**config.mk**
```make
export PLATFORM = sky130hd
export DESIGN_NAME = vga_pixel_stream_flat
export DESIGN_NICKNAME = d
export VERILOG_FILES = /design/src/rtl/vga_pkg.sv /design/src/rtl/vga_pixel_stream_if.sv /design/src/rtl/vga_timing_cnt.sv /design/src/rtl/vga_pixel_stream.sv /design/src/flat_wrapper.sv
export SDC_FILE = /design/constraint.sdc
export NUM_CORES = 1
export LEC_CHECK = 0
export CORE_MARGIN = 4
export CORE_UTILIZATION = 48
export CTS_CLUSTER_DIAMETER = 60
export DETAILED_ROUTE_END_ITERATION = 6
export GPL_TIMING_DRIVEN = 1
export HOLD_SLACK_MARGIN = 0.02
export PLACE_DENSITY = 0.78
export SLEW_MARGIN = 10
export SYNTH_ARGS = -nofsm -noshare
export SYNTH_HDL_FRONTEND = slang
export SYNTH_SLANG_ARGS = --single-unit
```
**constraint.sdc**
```tcl
create_clock -name clk -period 2.4 [get_ports clk]
set_input_delay 0.36 -clock clk [delete_from_list [all_inputs] [get_ports clk]]
set_output_delay 0.36 -clock clk [all_outputs]
set_load 0.02 [all_outputs]
```
**src/rtl/vga_pkg.sv**
```systemverilog
// Shared timing defaults, pixel payload and streamer state encoding for the VGA pixel streamer.
package vga_pkg;

  localparam int unsigned DEF_HDISP  = 640;
  localparam int unsigned DEF_HFP    = 16;
  localparam int unsigned DEF_HPULSE = 96;
  localparam int unsigned DEF_HBP    = 48;
  localparam int unsigned DEF_VDISP  = 480;
  localparam int unsigned DEF_VFP    = 11;
  localparam int unsigned DEF_VPULSE = 2;
  localparam int unsigned DEF_VBP    = 31;

  typedef struct packed {
    logic [7:0] r;
    logic [7:0] g;
    logic [7:0] b;
  } rgb_t;

  typedef enum logic [1:0] {
    IDLE   = 2'd0,
    ARM    = 2'd1,
    STREAM = 2'd2
  } state_t;

endpackage

```
**src/rtl/vga_pixel_stream_if.sv**
```systemverilog
// First-word-fall-through FIFO read port between the framebuffer FIFO and the pixel streamer.
interface vga_pixel_stream_if;
  import vga_pkg::*;

  rgb_t fifo_rdata;
  logic fifo_empty;
  logic fifo_full;
  logic fifo_read;

  modport master (output fifo_rdata, output fifo_empty, output fifo_full, input fifo_read);
  modport slave  (input fifo_rdata, input fifo_empty, input fifo_full, output fifo_read);
endinterface

```
**src/rtl/vga_timing_cnt.sv**
```systemverilog
// Raster position counters with active-area, sync and frame-boundary decodes.
module vga_timing_cnt
  import vga_pkg::*;
#(
  parameter int unsigned HDISP  = DEF_HDISP,
  parameter int unsigned HFP    = DEF_HFP,
  parameter int unsigned HPULSE = DEF_HPULSE,
  parameter int unsigned HBP    = DEF_HBP,
  parameter int unsigned VDISP  = DEF_VDISP,
  parameter int unsigned VFP    = DEF_VFP,
  parameter int unsigned VPULSE = DEF_VPULSE,
  parameter int unsigned VBP    = DEF_VBP,
  parameter int unsigned PXW    = $clog2(HDISP),
  parameter int unsigned PYW    = $clog2(VDISP)
) (
  input  logic           clk,
  input  logic           nrst,
  input  logic           hold_c,
  output logic           active_c,
  output logic           hs_n_c,
  output logic           vs_n_c,
  output logic           frame_wrap_c,
  output logic           frame_origin_c,
  output logic [PXW-1:0] col_c,
  output logic [PYW-1:0] row_c
);

  localparam int unsigned HTOTAL = HDISP + HFP + HPULSE + HBP;
  localparam int unsigned VTOTAL = VDISP + VFP + VPULSE + VBP;
  localparam int unsigned HW     = $clog2(HTOTAL);
  localparam int unsigned VW     = $clog2(VTOTAL);
  localparam int unsigned HS_LO  = HDISP + HFP;
  localparam int unsigned HS_HI  = HS_LO + HPULSE;
  localparam int unsigned VS_LO  = VDISP + VFP;
  localparam int unsigned VS_HI  = VS_LO + VPULSE;

  logic [HW-1:0] hcnt_q, hcnt_d;
  logic [VW-1:0] vcnt_q, vcnt_d;
  logic [31:0]   h_ext_c, v_ext_c;
  logic          h_last_c, v_last_c;

  // Decodes compare in 32 bits so a porch of zero cannot alias a window edge to 0.
  assign h_ext_c        = 32'(hcnt_q);
  assign v_ext_c        = 32'(vcnt_q);
  assign h_last_c       = (h_ext_c == HTOTAL - 1);
  assign v_last_c       = (v_ext_c == VTOTAL - 1);
  assign active_c       = (h_ext_c < HDISP) && (v_ext_c < VDISP);
  assign hs_n_c         = !((h_ext_c >= HS_LO) && (h_ext_c < HS_HI));
  assign vs_n_c         = !((v_ext_c >= VS_LO) && (v_ext_c < VS_HI));
  assign frame_wrap_c   = h_last_c && v_last_c;
  assign frame_origin_c = (hcnt_q == '0) && (vcnt_q == '0);
  assign col_c          = PXW'(hcnt_q);
  assign row_c          = PYW'(vcnt_q);

  always_comb begin : cnt_next
    hcnt_d = hcnt_q + HW'(1);
    vcnt_d = vcnt_q;
    if (hold_c) begin
      hcnt_d = '0;
      vcnt_d = '0;
    end else if (h_last_c) begin
      hcnt_d = '0;
      vcnt_d = v_last_c ? '0 : vcnt_q + VW'(1);
    end
  end

  always_ff @(posedge clk or negedge nrst) begin : cnt_regs
    if (!nrst) begin
      hcnt_q <= '0;
      vcnt_q <= '0;
    end else begin
      hcnt_q <= hcnt_d;
      vcnt_q <= vcnt_d;
    end
  end

endmodule

```
**src/rtl/vga_pixel_stream.sv**
```systemverilog
// 640x480 VGA timing plus FWFT pixel streamer; arms on a full FIFO at a frame boundary.
module vga_pixel_stream
  import vga_pkg::*;
#(
  parameter int unsigned HDISP  = DEF_HDISP,
  parameter int unsigned HFP    = DEF_HFP,
  parameter int unsigned HPULSE = DEF_HPULSE,
  parameter int unsigned HBP    = DEF_HBP,
  parameter int unsigned VDISP  = DEF_VDISP,
  parameter int unsigned VFP    = DEF_VFP,
  parameter int unsigned VPULSE = DEF_VPULSE,
  parameter int unsigned VBP    = DEF_VBP,
  localparam int unsigned PXW   = $clog2(HDISP),
  localparam int unsigned PYW   = $clog2(VDISP)
) (
  input  logic                clk,
  input  logic                nrst,
  input  logic                en,
  vga_pixel_stream_if.slave   fifo,
  output logic                vga_hs,
  output logic                vga_vs,
  output logic                vga_blank_n,
  output rgb_t                vga_rgb,
  output logic [PXW-1:0]      pix_x,
  output logic [PYW-1:0]      pix_y,
  output logic                frame_start,
  output logic                underflow,
  input  logic                clr_underflow
);

  state_t           state_q, state_d;
  logic             active_c, hs_n_c, vs_n_c, frame_wrap_c, frame_origin_c;
  logic             hold_c, pix_ok_c, read_c;
  logic [PXW-1:0]   col_c;
  logic [PYW-1:0]   row_c;
  logic             hs_q, hs_d, vs_q, vs_d, blank_n_q, blank_n_d;
  rgb_t             rgb_q, rgb_d;
  logic [PXW-1:0]   pix_x_q, pix_x_d;
  logic [PYW-1:0]   pix_y_q, pix_y_d;
  logic             frame_start_q, frame_start_d, underflow_q, underflow_d;

  vga_timing_cnt #(
    .HDISP (HDISP), .HFP (HFP), .HPULSE (HPULSE), .HBP (HBP),
    .VDISP (VDISP), .VFP (VFP), .VPULSE (VPULSE), .VBP (VBP),
    .PXW   (PXW),   .PYW (PYW)
  ) u_timing (
    .clk            (clk),
    .nrst           (nrst),
    .hold_c         (hold_c),
    .active_c       (active_c),
    .hs_n_c         (hs_n_c),
    .vs_n_c         (vs_n_c),
    .frame_wrap_c   (frame_wrap_c),
    .frame_origin_c (frame_origin_c),
    .col_c          (col_c),
    .row_c          (row_c)
  );

  // Counters sit at the origin while idle, including the edge that enters IDLE.
  assign hold_c         = (state_q == IDLE) || (state_d == IDLE);
  assign pix_ok_c       = (state_q == STREAM) && active_c;
  assign read_c         = pix_ok_c && !fifo.fifo_empty;
  assign fifo.fifo_read = read_c;

  always_comb begin : fsm_next
    state_d       = state_q;
    hs_d          = hs_n_c;
    vs_d          = vs_n_c;
    blank_n_d     = pix_ok_c;
    rgb_d         = read_c ? fifo.fifo_rdata : '0;
    pix_x_d       = active_c ? col_c : pix_x_q;
    pix_y_d       = active_c ? row_c : pix_y_q;
    frame_start_d = (state_q != IDLE) && frame_origin_c;
    underflow_d   = underflow_q;
    if (clr_underflow) underflow_d = 1'b0;
    if (pix_ok_c && fifo.fifo_empty) underflow_d = 1'b1;

    unique case (state_q)
      IDLE:    if (en) state_d = ARM;
      ARM: begin
        if (!en)                                state_d = IDLE;
        else if (frame_wrap_c && fifo.fifo_full) state_d = STREAM;
      end
      STREAM:  if (frame_wrap_c && !en) state_d = IDLE;
      default: state_d = IDLE;
    endcase
  end

  always_ff @(posedge clk or negedge nrst) begin : out_regs
    if (!nrst) begin
      state_q       <= IDLE;
      hs_q          <= 1'b1;
      vs_q          <= 1'b1;
      blank_n_q     <= 1'b0;
      rgb_q         <= '0;
      pix_x_q       <= '0;
      pix_y_q       <= '0;
      frame_start_q <= 1'b0;
      underflow_q   <= 1'b0;
    end else begin
      state_q       <= state_d;
      hs_q          <= hs_d;
      vs_q          <= vs_d;
      blank_n_q     <= blank_n_d;
      rgb_q         <= rgb_d;
      pix_x_q       <= pix_x_d;
      pix_y_q       <= pix_y_d;
      frame_start_q <= frame_start_d;
      underflow_q   <= underflow_d;
    end
  end

  assign vga_hs      = hs_q;
  assign vga_vs      = vs_q;
  assign vga_blank_n = blank_n_q;
  assign vga_rgb     = rgb_q;
  assign pix_x       = pix_x_q;
  assign pix_y       = pix_y_q;
  assign frame_start = frame_start_q;
  assign underflow   = underflow_q;

endmodule

```
**src/flat_wrapper.sv**
```systemverilog
// flat-port wrapper written by rule: the top's interface ports become plain ports
module vga_pixel_stream_flat import vga_pkg::*;
#(
  parameter int unsigned HDISP  = DEF_HDISP,
  parameter int unsigned HFP    = DEF_HFP,
  parameter int unsigned HPULSE = DEF_HPULSE,
  parameter int unsigned HBP    = DEF_HBP,
  parameter int unsigned VDISP  = DEF_VDISP,
  parameter int unsigned VFP    = DEF_VFP,
  parameter int unsigned VPULSE = DEF_VPULSE,
  parameter int unsigned VBP    = DEF_VBP,
  localparam int unsigned PXW   = $clog2(HDISP),
  localparam int unsigned PYW   = $clog2(VDISP)
)
  (clk, nrst, en, vga_hs, vga_vs, vga_blank_n, vga_rgb, pix_x, pix_y, frame_start, underflow, clr_underflow, fifo_fifo_rdata, fifo_fifo_empty, fifo_fifo_full, fifo_fifo_read);
  vga_pixel_stream_if fifo_i ();
  input  logic clk;
  input  logic nrst;
  input  logic en;
  output logic vga_hs;
  output logic vga_vs;
  output logic vga_blank_n;
  output rgb_t vga_rgb;
  output logic [PXW-1:0] pix_x;
  output logic [PYW-1:0] pix_y;
  output logic frame_start;
  output logic underflow;
  input  logic clr_underflow;
  input wire logic [$bits(fifo_i.fifo_rdata)-1:0] fifo_fifo_rdata;
  input wire logic [$bits(fifo_i.fifo_empty)-1:0] fifo_fifo_empty;
  input wire logic [$bits(fifo_i.fifo_full)-1:0] fifo_fifo_full;
  output wire logic [$bits(fifo_i.fifo_read)-1:0] fifo_fifo_read;
  assign fifo_i.fifo_rdata = fifo_fifo_rdata;
  assign fifo_i.fifo_empty = fifo_fifo_empty;
  assign fifo_i.fifo_full = fifo_fifo_full;
  assign fifo_fifo_read = fifo_i.fifo_read;
  vga_pixel_stream #(.HDISP(HDISP), .HFP(HFP), .HPULSE(HPULSE), .HBP(HBP), .VDISP(VDISP), .VFP(VFP), .VPULSE(VPULSE), .VBP(VBP)) u_core (.clk(clk), .nrst(nrst), .en(en), .fifo(fifo_i), .vga_hs(vga_hs), .vga_vs(vga_vs), .vga_blank_n(vga_blank_n), .vga_rgb(vga_rgb), .pix_x(pix_x), .pix_y(pix_y), .frame_start(frame_start), .underflow(underflow), .clr_underflow(clr_underflow));
endmodule
```
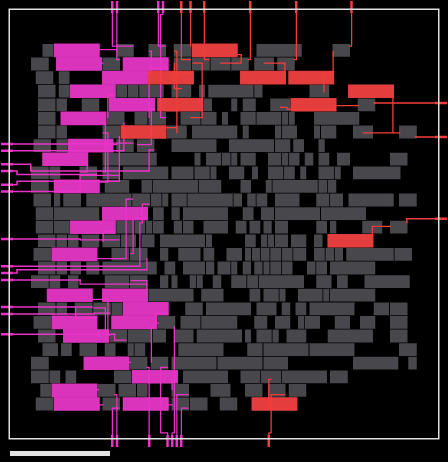
port_nets.png
Scale bar: 20 µm.
legend:
  pix_x:
    color: red
    bits: 10
    direction: output
    end_cells: 10
    buffers: 10
    wire: 208 µm
  vga_rgb:
    color: magenta
    bits: 24
    direction: output
    end_cells: 24
    buffers: 24
    wire: 629 µm
IO Pins: 79
PortBufs: 78

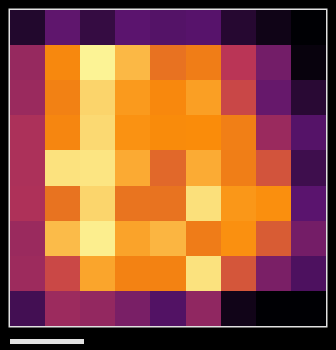
density.png
Scale bar: 20 µm. 9 x 9 tiles, from black (low) to pale yellow (high), 0 to 100% covered.
fullest tile: 98%
emptiest ninth of the die: upper right
nearly empty tiles: 3.7%
tiles over 75% full: 27%
mean over tiles: 53%
Util after Layout: 70.5%
core area: 5680 µm²
Pre-Place Util: 50.9%

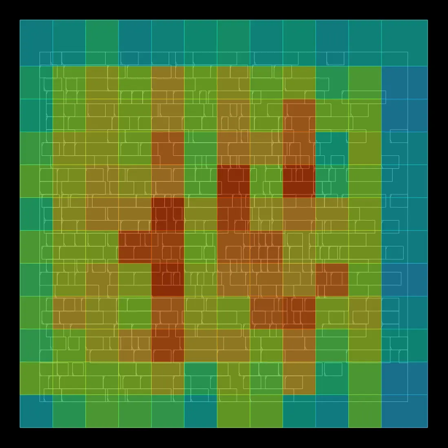
final_congestion.png
GRT met2 Usage: 29.4%
Total GRT Usage: 18.7%

## final cells by class
class                   count  area, µm²
clock buffers              10        128
clock inverters             6       86.3
inverters                   6       22.5
fillers                   433       1670
well taps                  72       90.1
flip-flops and latches     70       1750
multi-input cells         155       1050
repair buffers             89        872
## cell usage after synthesis (all sizes together)
cell type and n:
or3b 1, o31ai 2, buf 4, nand3 8, dfstp 2, and4 1, nand2b 1, nor2b 3
o22a 4, a21o 1, inv 6, and2 25, nand4 8, or3 4, xor2 7, and3 4
nor2 18, nor4 7, nand2 11, a21oi 5, or4 3, clkbuf 11, a22o 2, xnor2 6
or2 1, dfrtp 68, and3b 2, o21ai 6, ha 5, nor3 4, nand4b 1, mux2 15
## timing repair
item,in CTS,in global routing
endpoints found under the hold margin,20,0
hold buffers,1,0
gates resized,1,1
endpoints found under the setup margin,1,1
gates cloned,0,0
## worst paths after layout
path                                              to  slack, ps
setup reg to reg           u_core.u_timing.vcnt_q[8]        140
setup / recovery           u_core.u_timing.vcnt_q[8]        140
max in group asynchronous   u_core.u_timing.col_c[2]       1220
hold / removal                       u_core.pix_y[7]        490
hold reg to reg                      u_core.pix_y[7]        490
min in group asynchronous  u_core.u_timing.vcnt_q[9]        540
## power groups by stage
stage	combinational [mW]	sequential [mW]	clock [mW]
global route	0.113	1.19	1.09
detailed placement	0.102	1.21	0
CTS	0.104	1.19	1.04
finish	0.101	1.19	1.02
floorplan	0.0135	1.21	0
global placement	0.0997	1.21	0
## cell families (layout without fill, tap and decap cells)
logic type / count (synthesis) / in the layout / share of synthesized area, %
compound gates: 20 / 20 / 4.63
flops: 70 / 70 / 60.7
xor+xnor: 13 / 13 / 3.94
buf+inv: 21 / 111 / 2.99
fa+ha+maj: 5 / 5 / 2.16
simple gates: 102 / 102 / 19.7
mux: 15 / 15 / 5.84
==> flow_metrics.env <==
# yosys + openroad results
export IMPL_critPathBufInv=0
export IMPL_yosysCellCount=246
export IMPL_cts_sinks=70
export IMPL_syn_cell_area_um2=2890
export IMPL_reg2reg_from="u_core.u_timing.col_c[6]"
export IMPL_grt_pass1_wl_mm=10.5
export IMPL_hpwl_mm=4.39
export IMPL_grt_ovfl_total=0
export IMPL_relSlewSlack_pct=62.6
export IMPL_worstPathRequired_ps=2670
export IMPL_crit_type="flip-flop to flip-flop"
export IMPL_clock_fmax_mhz=443
export IMPL_clk_latency_ps=340
export IMPL_leakage_nw=1.81
export IMPL_cp_num_cells=4
export IMPL_power_internal_mw=1.82
export IMPL_dp_slack_ps=175
export IMPL_crit_path_start="u_core.u_timing.col_c[6]"
export IMPL_peakVddDrop_mv=0.340
export IMPL_yosys_area_top_type="dfrtp_1"
export IMPL_via_count=2128
export IMPL_postCtsSetupBuffers=0
export IMPL_routed_wl_mm=6.28
export IMPL_run_status="finished, final reports clean"
export IMPL_cp_end_kind="flip-flop"
export IMPL_ys_seq_share_pct=60.7
export IMPL_log_warning_count=29
export IMPL_tightest_slew_ps=561
export IMPL_top_usage_layer="met2"
export IMPL_placedCellCount=391
export IMPL_yosys_warnings=0
export IMPL_row_count=27
export IMPL_power_switching_mw=0.484
export IMPL_die_x_um=85.6
export IMPL_antenna_found_initial=0
export IMPL_chip_area_um2=7330
export IMPL_cts_root_buf="clkbuf_8"
export IMPL_dr_wl_met2_mm=2.98
export IMPL_ys_types=36
export IMPL_clkSlewWorstSetupHoldPaths_ps=70
export IMPL_start_kind="flip-flop"
export IMPL_finalHoldViolCount=0
export IMPL_netlist_instances=246
export IMPL_finalSetupTns_ps=0
export IMPL_crit_chain="or3b_1 -> or3_1 -> or4_4 -> a21oi_2"
Power figures rest on the tool's default switching activity, not on a simulated workload.
